[src/rtl/b16_mem_arbiter_if.sv]
// Bus bundle between the memory arbiter and its three neighbours: cpu, host master and SRAM.
// The slave modport is the arbiter's view; the master modport is the surrounding system's view.
interface b16_mem_arbiter_if #(
  parameter int l = 16
);
  logic         run_in;
  logic         cpu_run;
  logic [l-1:0] cpu_addr;
  logic         cpu_rd;
  logic [1:0]   cpu_wr;
  logic [l-1:0] cpu_dout;
  logic [l-1:0] cpu_din;
  logic         h_req;
  logic [l-1:0] h_addr;
  logic         h_rd;
  logic [1:0]   h_wr;
  logic [l-1:0] h_wdata;
  logic         h_ack;
  logic [l-1:0] h_rdata;
  logic [l-1:0] mem_addr;
  logic         mem_rd;
  logic [1:0]   mem_wr;
  logic [l-1:0] mem_wdata;
  logic [l-1:0] mem_rdata;

  modport slave (
    input  run_in, cpu_addr, cpu_rd, cpu_wr, cpu_dout,
    input  h_req, h_addr, h_rd, h_wr, h_wdata,
    input  mem_rdata,
    output cpu_run, cpu_din, h_ack, h_rdata,
    output mem_addr, mem_rd, mem_wr, mem_wdata
  );

  modport master (
    output run_in, cpu_addr, cpu_rd, cpu_wr, cpu_dout,
    output h_req, h_addr, h_rd, h_wr, h_wdata,
    output mem_rdata,
    input  cpu_run, cpu_din, h_ack, h_rdata,
    input  mem_addr, mem_rd, mem_wr, mem_wdata
  );
endinterface

[src/rtl/b16_mem_arbiter.sv]
// Shares one asynchronous-read SRAM port between the b16 cpu and a secondary host master.
// The cpu owns the bus by default and is frozen (cpu_run low) only while a host access runs.
module b16_mem_arbiter #(
  parameter int l         = 16,
  parameter int HOST_WAIT = 0
) (
  input  logic               clk,
  input  logic               nreset,
  b16_mem_arbiter_if.slave   bus
);

  typedef enum logic [1:0] {
    ST_CPU  = 2'd0,
    ST_HOST = 2'd1,
    ST_ACK  = 2'd2
  } state_t;

  localparam logic [3:0] WAIT_INIT = 4'(HOST_WAIT);

  state_t       state_q, state_d;
  logic [3:0]   wcnt_q, wcnt_d;
  logic         h_ack_q, h_ack_d;
  logic [l-1:0] h_rdata_q, h_rdata_d;
  logic         host_sel;

  always_ff @(posedge clk or negedge nreset) begin
    if (!nreset) begin
      state_q   <= ST_CPU;
      wcnt_q    <= 4'd0;
      h_ack_q   <= 1'b0;
      h_rdata_q <= '0;
    end else begin
      state_q   <= state_d;
      wcnt_q    <= wcnt_d;
      h_ack_q   <= h_ack_d;
      h_rdata_q <= h_rdata_d;
    end
  end

  // The ACK cycle ignores h_req because the host still presents the request just served.
  always_comb begin
    state_d   = state_q;
    wcnt_d    = wcnt_q;
    h_ack_d   = 1'b0;
    h_rdata_d = h_rdata_q;
    case (state_q)
      ST_CPU: begin
        if (bus.h_req) begin
          state_d = ST_HOST;
          wcnt_d  = WAIT_INIT;
        end
      end
      ST_HOST: begin
        if (wcnt_q != 4'd0) begin
          wcnt_d = wcnt_q - 4'd1;
        end else begin
          if (bus.h_rd) begin
            h_rdata_d = bus.mem_rdata;
          end
          h_ack_d = 1'b1;
          state_d = ST_ACK;
        end
      end
      ST_ACK: begin
        state_d = ST_CPU;
      end
      default: begin
        state_d = ST_CPU;
      end
    endcase
  end

  assign host_sel = (state_q == ST_HOST);

  // A halted cpu may still present write strobes; gate them so it never writes.
  always_comb begin
    if (host_sel) begin
      bus.cpu_run   = 1'b0;
      bus.mem_addr  = bus.h_addr;
      bus.mem_rd    = bus.h_rd;
      bus.mem_wr    = bus.h_wr;
      bus.mem_wdata = bus.h_wdata;
    end else begin
      bus.cpu_run   = bus.run_in;
      bus.mem_addr  = bus.cpu_addr;
      bus.mem_rd    = bus.cpu_rd;
      bus.mem_wr    = bus.cpu_wr & {2{bus.run_in}};
      bus.mem_wdata = bus.cpu_dout;
    end
  end

  assign bus.cpu_din = bus.mem_rdata;
  assign bus.h_ack   = h_ack_q;
  assign bus.h_rdata = h_rdata_q;

endmodule
[src/flat_wrapper.sv]
// flat-port wrapper written by rule: the top's interface ports become plain ports
module b16_mem_arbiter_flat 
#(
  parameter int l         = 16,
  parameter int HOST_WAIT = 0
)
  (clk, nreset, bus_run_in, bus_cpu_addr, bus_cpu_rd, bus_cpu_wr, bus_cpu_dout, bus_h_req, bus_h_addr, bus_h_rd, bus_h_wr, bus_h_wdata, bus_mem_rdata, bus_cpu_run, bus_cpu_din, bus_h_ack, bus_h_rdata, bus_mem_addr, bus_mem_rd, bus_mem_wr, bus_mem_wdata);
  b16_mem_arbiter_if #(.l(l)) bus_i ();
  input  logic clk;
  input  logic nreset;
  input wire logic [$bits(bus_i.run_in)-1:0] bus_run_in;
  input wire logic [$bits(bus_i.cpu_addr)-1:0] bus_cpu_addr;
  input wire logic [$bits(bus_i.cpu_rd)-1:0] bus_cpu_rd;
  input wire logic [$bits(bus_i.cpu_wr)-1:0] bus_cpu_wr;
  input wire logic [$bits(bus_i.cpu_dout)-1:0] bus_cpu_dout;
  input wire logic [$bits(bus_i.h_req)-1:0] bus_h_req;
  input wire logic [$bits(bus_i.h_addr)-1:0] bus_h_addr;
  input wire logic [$bits(bus_i.h_rd)-1:0] bus_h_rd;
  input wire logic [$bits(bus_i.h_wr)-1:0] bus_h_wr;
  input wire logic [$bits(bus_i.h_wdata)-1:0] bus_h_wdata;
  input wire logic [$bits(bus_i.mem_rdata)-1:0] bus_mem_rdata;
  output wire logic [$bits(bus_i.cpu_run)-1:0] bus_cpu_run;
  output wire logic [$bits(bus_i.cpu_din)-1:0] bus_cpu_din;
  output wire logic [$bits(bus_i.h_ack)-1:0] bus_h_ack;
  output wire logic [$bits(bus_i.h_rdata)-1:0] bus_h_rdata;
  output wire logic [$bits(bus_i.mem_addr)-1:0] bus_mem_addr;
  output wire logic [$bits(bus_i.mem_rd)-1:0] bus_mem_rd;
  output wire logic [$bits(bus_i.mem_wr)-1:0] bus_mem_wr;
  output wire logic [$bits(bus_i.mem_wdata)-1:0] bus_mem_wdata;
  assign bus_i.run_in = bus_run_in;
  assign bus_i.cpu_addr = bus_cpu_addr;
  assign bus_i.cpu_rd = bus_cpu_rd;
  assign bus_i.cpu_wr = bus_cpu_wr;
  assign bus_i.cpu_dout = bus_cpu_dout;
  assign bus_i.h_req = bus_h_req;
  assign bus_i.h_addr = bus_h_addr;
  assign bus_i.h_rd = bus_h_rd;
  assign bus_i.h_wr = bus_h_wr;
  assign bus_i.h_wdata = bus_h_wdata;
  assign bus_i.mem_rdata = bus_mem_rdata;
  assign bus_cpu_run = bus_i.cpu_run;
  assign bus_cpu_din = bus_i.cpu_din;
  assign bus_h_ack = bus_i.h_ack;
  assign bus_h_rdata = bus_i.h_rdata;
  assign bus_mem_addr = bus_i.mem_addr;
  assign bus_mem_rd = bus_i.mem_rd;
  assign bus_mem_wr = bus_i.mem_wr;
  assign bus_mem_wdata = bus_i.mem_wdata;
  b16_mem_arbiter #(.l(l), .HOST_WAIT(HOST_WAIT)) u_core (.clk(clk), .nreset(nreset), .bus(bus_i));
endmodule
[config.mk]
export PLATFORM = sky130hd
export DESIGN_NAME = b16_mem_arbiter_flat
export DESIGN_NICKNAME = d
export VERILOG_FILES = /design/src/rtl/b16_mem_arbiter_if.sv /design/src/rtl/b16_mem_arbiter.sv /design/src/flat_wrapper.sv
export SDC_FILE = /design/constraint.sdc
export NUM_CORES = 1
export LEC_CHECK = 0
export CORE_MARGIN = 2
export CORE_UTILIZATION = 44
export CTS_CLUSTER_SIZE = 8
export DETAILED_ROUTE_END_ITERATION = 6
export DONT_BUFFER_PORTS = 1
export GPL_TIMING_DRIVEN = 0
export HOLD_SLACK_MARGIN = 0.08
export PLACE_DENSITY = 0.61
export RECOVER_POWER = 100
export SETUP_SLACK_MARGIN = 0.3
export SLEW_MARGIN = 5
export SYNTH_ARGS = -nofsm -noshare
export SYNTH_HDL_FRONTEND = slang
export SYNTH_SLANG_ARGS = --single-unit
[constraint.sdc]
create_clock -name clk -period 4.1 [get_ports clk]
set_input_delay 0.82 -clock clk [delete_from_list [all_inputs] [get_ports clk]]
set_output_delay 0.82 -clock clk [all_outputs]
set_load 0.02 [all_outputs]
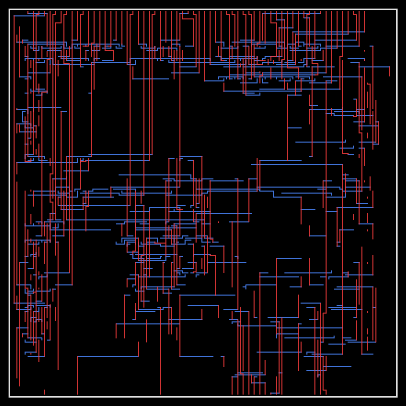
(images/layers.png)
Drawn at 6 px/um. Only two layers are drawn.
legend:
  blue:
    layer: M1
    wire_length: 1330 um
  red:
    layer: M2
    wire_length: 2130 um

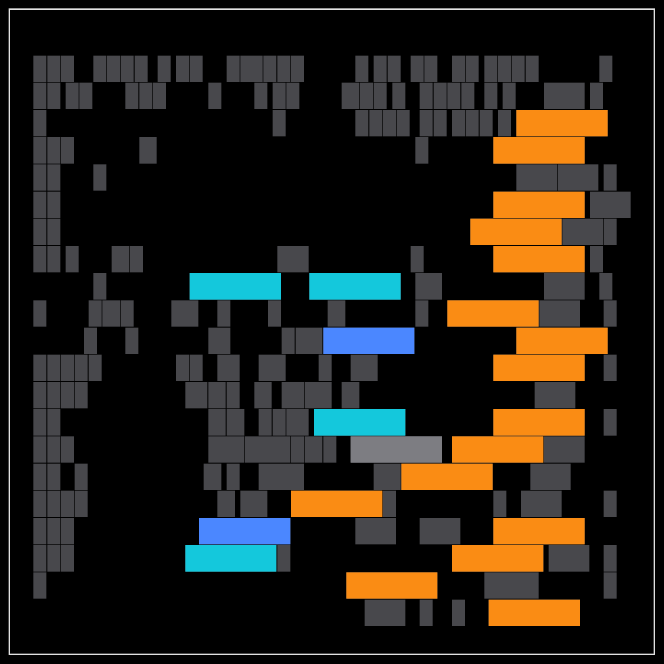
(images/ff_map.png)
Drawn at 10 px/um. Other sequential cells in the stronger grey, the rest of the logic in the fainter grey.
legend:
  cyan:
    name_in_the_netlist: `u_core.wcnt_q`
    flops: 4
    where: centre
  blue:
    name_in_the_netlist: `u_core.state_q`
    flops: 2
  orange:
    name_in_the_netlist: `u_core.bus.h_rdata`
    flops: 16

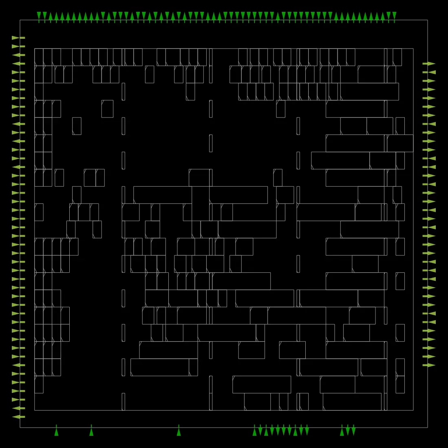
(images/placed.png)
Flop Count: 23
# rows: 21
tap cells: 46
non-filler cells, final: 253
fin util: 45.0%

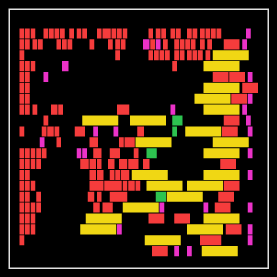
(images/class_map.png)
Drawn at 4 px/um.
legend:
  magenta:
    class: remaining buffers and delay cells
    cells: 27
    share_of_their_area: 7.0%
  green:
    class: clock drivers and dummy loads
    cells: 4
    share_of_their_area: 1.8%
  yellow:
    class: registers
    cells: 23
    share_of_their_area: 39%
  red:
    class: remaining logic cells
    cells: 153
    share_of_their_area: 52%

==> results_slide.txt <==
Physical Implementation Snapshot

Worst setup path
  • CP cell instances: clkbuf_1 > nor2b_1 > clkbuf_1 > clkbuf_1 > nand2_1 > nand2_1
  • Crit Path Category: register to primary output
  • Reg2Reg Launch Point: u_core.wcnt_q[0]$_DFFE_PN0P_
  • Element type at the critical path start: register
  • R2r endpoint: u_core.bus.h_rdata[14]$_DFFE_PN0P_
  • Critical path fanouts, max: 10
  • CP Capture Point: bus_mem_wdata[2]

Pwr
  • Sw Ratio: 59.6%
  • Worst vdd ir: 0.000398 V
  • Sequential share of power: between 30 and 40%
  • Power, Total: 1.58 mW
  • Comb. pwr: ~960 uW

Place
  • Placed cells: 249
  • Post-Place Cell Area: 1660 um^2
  • Place WS: 1.79 ns

STA
  • Fin crit period: 2.94 ns
  • Final setup TNS: 0 ns
  • Clk_skew: 0.000724 ns
  • RSZ-0062 raised after global routing: false
  • Max Slew Vio Count: 0

Yosys
  • Largest cells by area: dfrtp_1 (36%), nand2_1 (26%), mux2_4 (9.4%)
  • Syn Nets: 295
  • Yosys Instances: 203
  • Syn Std Cell Area: roughly 1600 um^2
  • Top cells by count: nand2_1 (109), dfrtp_1 (23), buf_4 (16), mux2_4 (10)
  • Synth Area in Compound Gates: 1.56%
  • Synth flops: 23
  • Adder share: 1.56%
  • Async set-reset flop share out of synthesis: 100%

Floorplan
  • Die Wd: 64.4 um
  • Chip height: 64.4 um
  • Die ar.: about 4100 um^2

Drt
  • Top sig layer: met4
  • Routed wl met3: 394 um
  • DRT Pass-1 Iters: 5
  • Antenna Nets Post-Route: 0
  • Via/cell ratio: 5.22

CTS
  • CTS tree: built

Cells and area
  • Most frequent logic cell in the layout: nand2_1
  • Antenna diode instance count: 0
  • Non-clk bufs: 27
  • Fillers: 369
  • Non-Clock Buffer Area Fraction: 6.75%
  • Largest area class, layout: logic gates
  • Invs w/o clock: 2
  • ClkCell Share: 1.71%

Global routing
  • Most used routing layer: met2
  • Overflow after GRT: 0
  • Total routing usage reported by global routing: 18.5%
  • Met1 usage: about a fifth
  • Pin count of the biggest net entering global routing: 24
  • Met2 Use GR: between 30% and 40%

Outcome
  • Status: complete, no violations
Power and IR drop assume default switching activity.
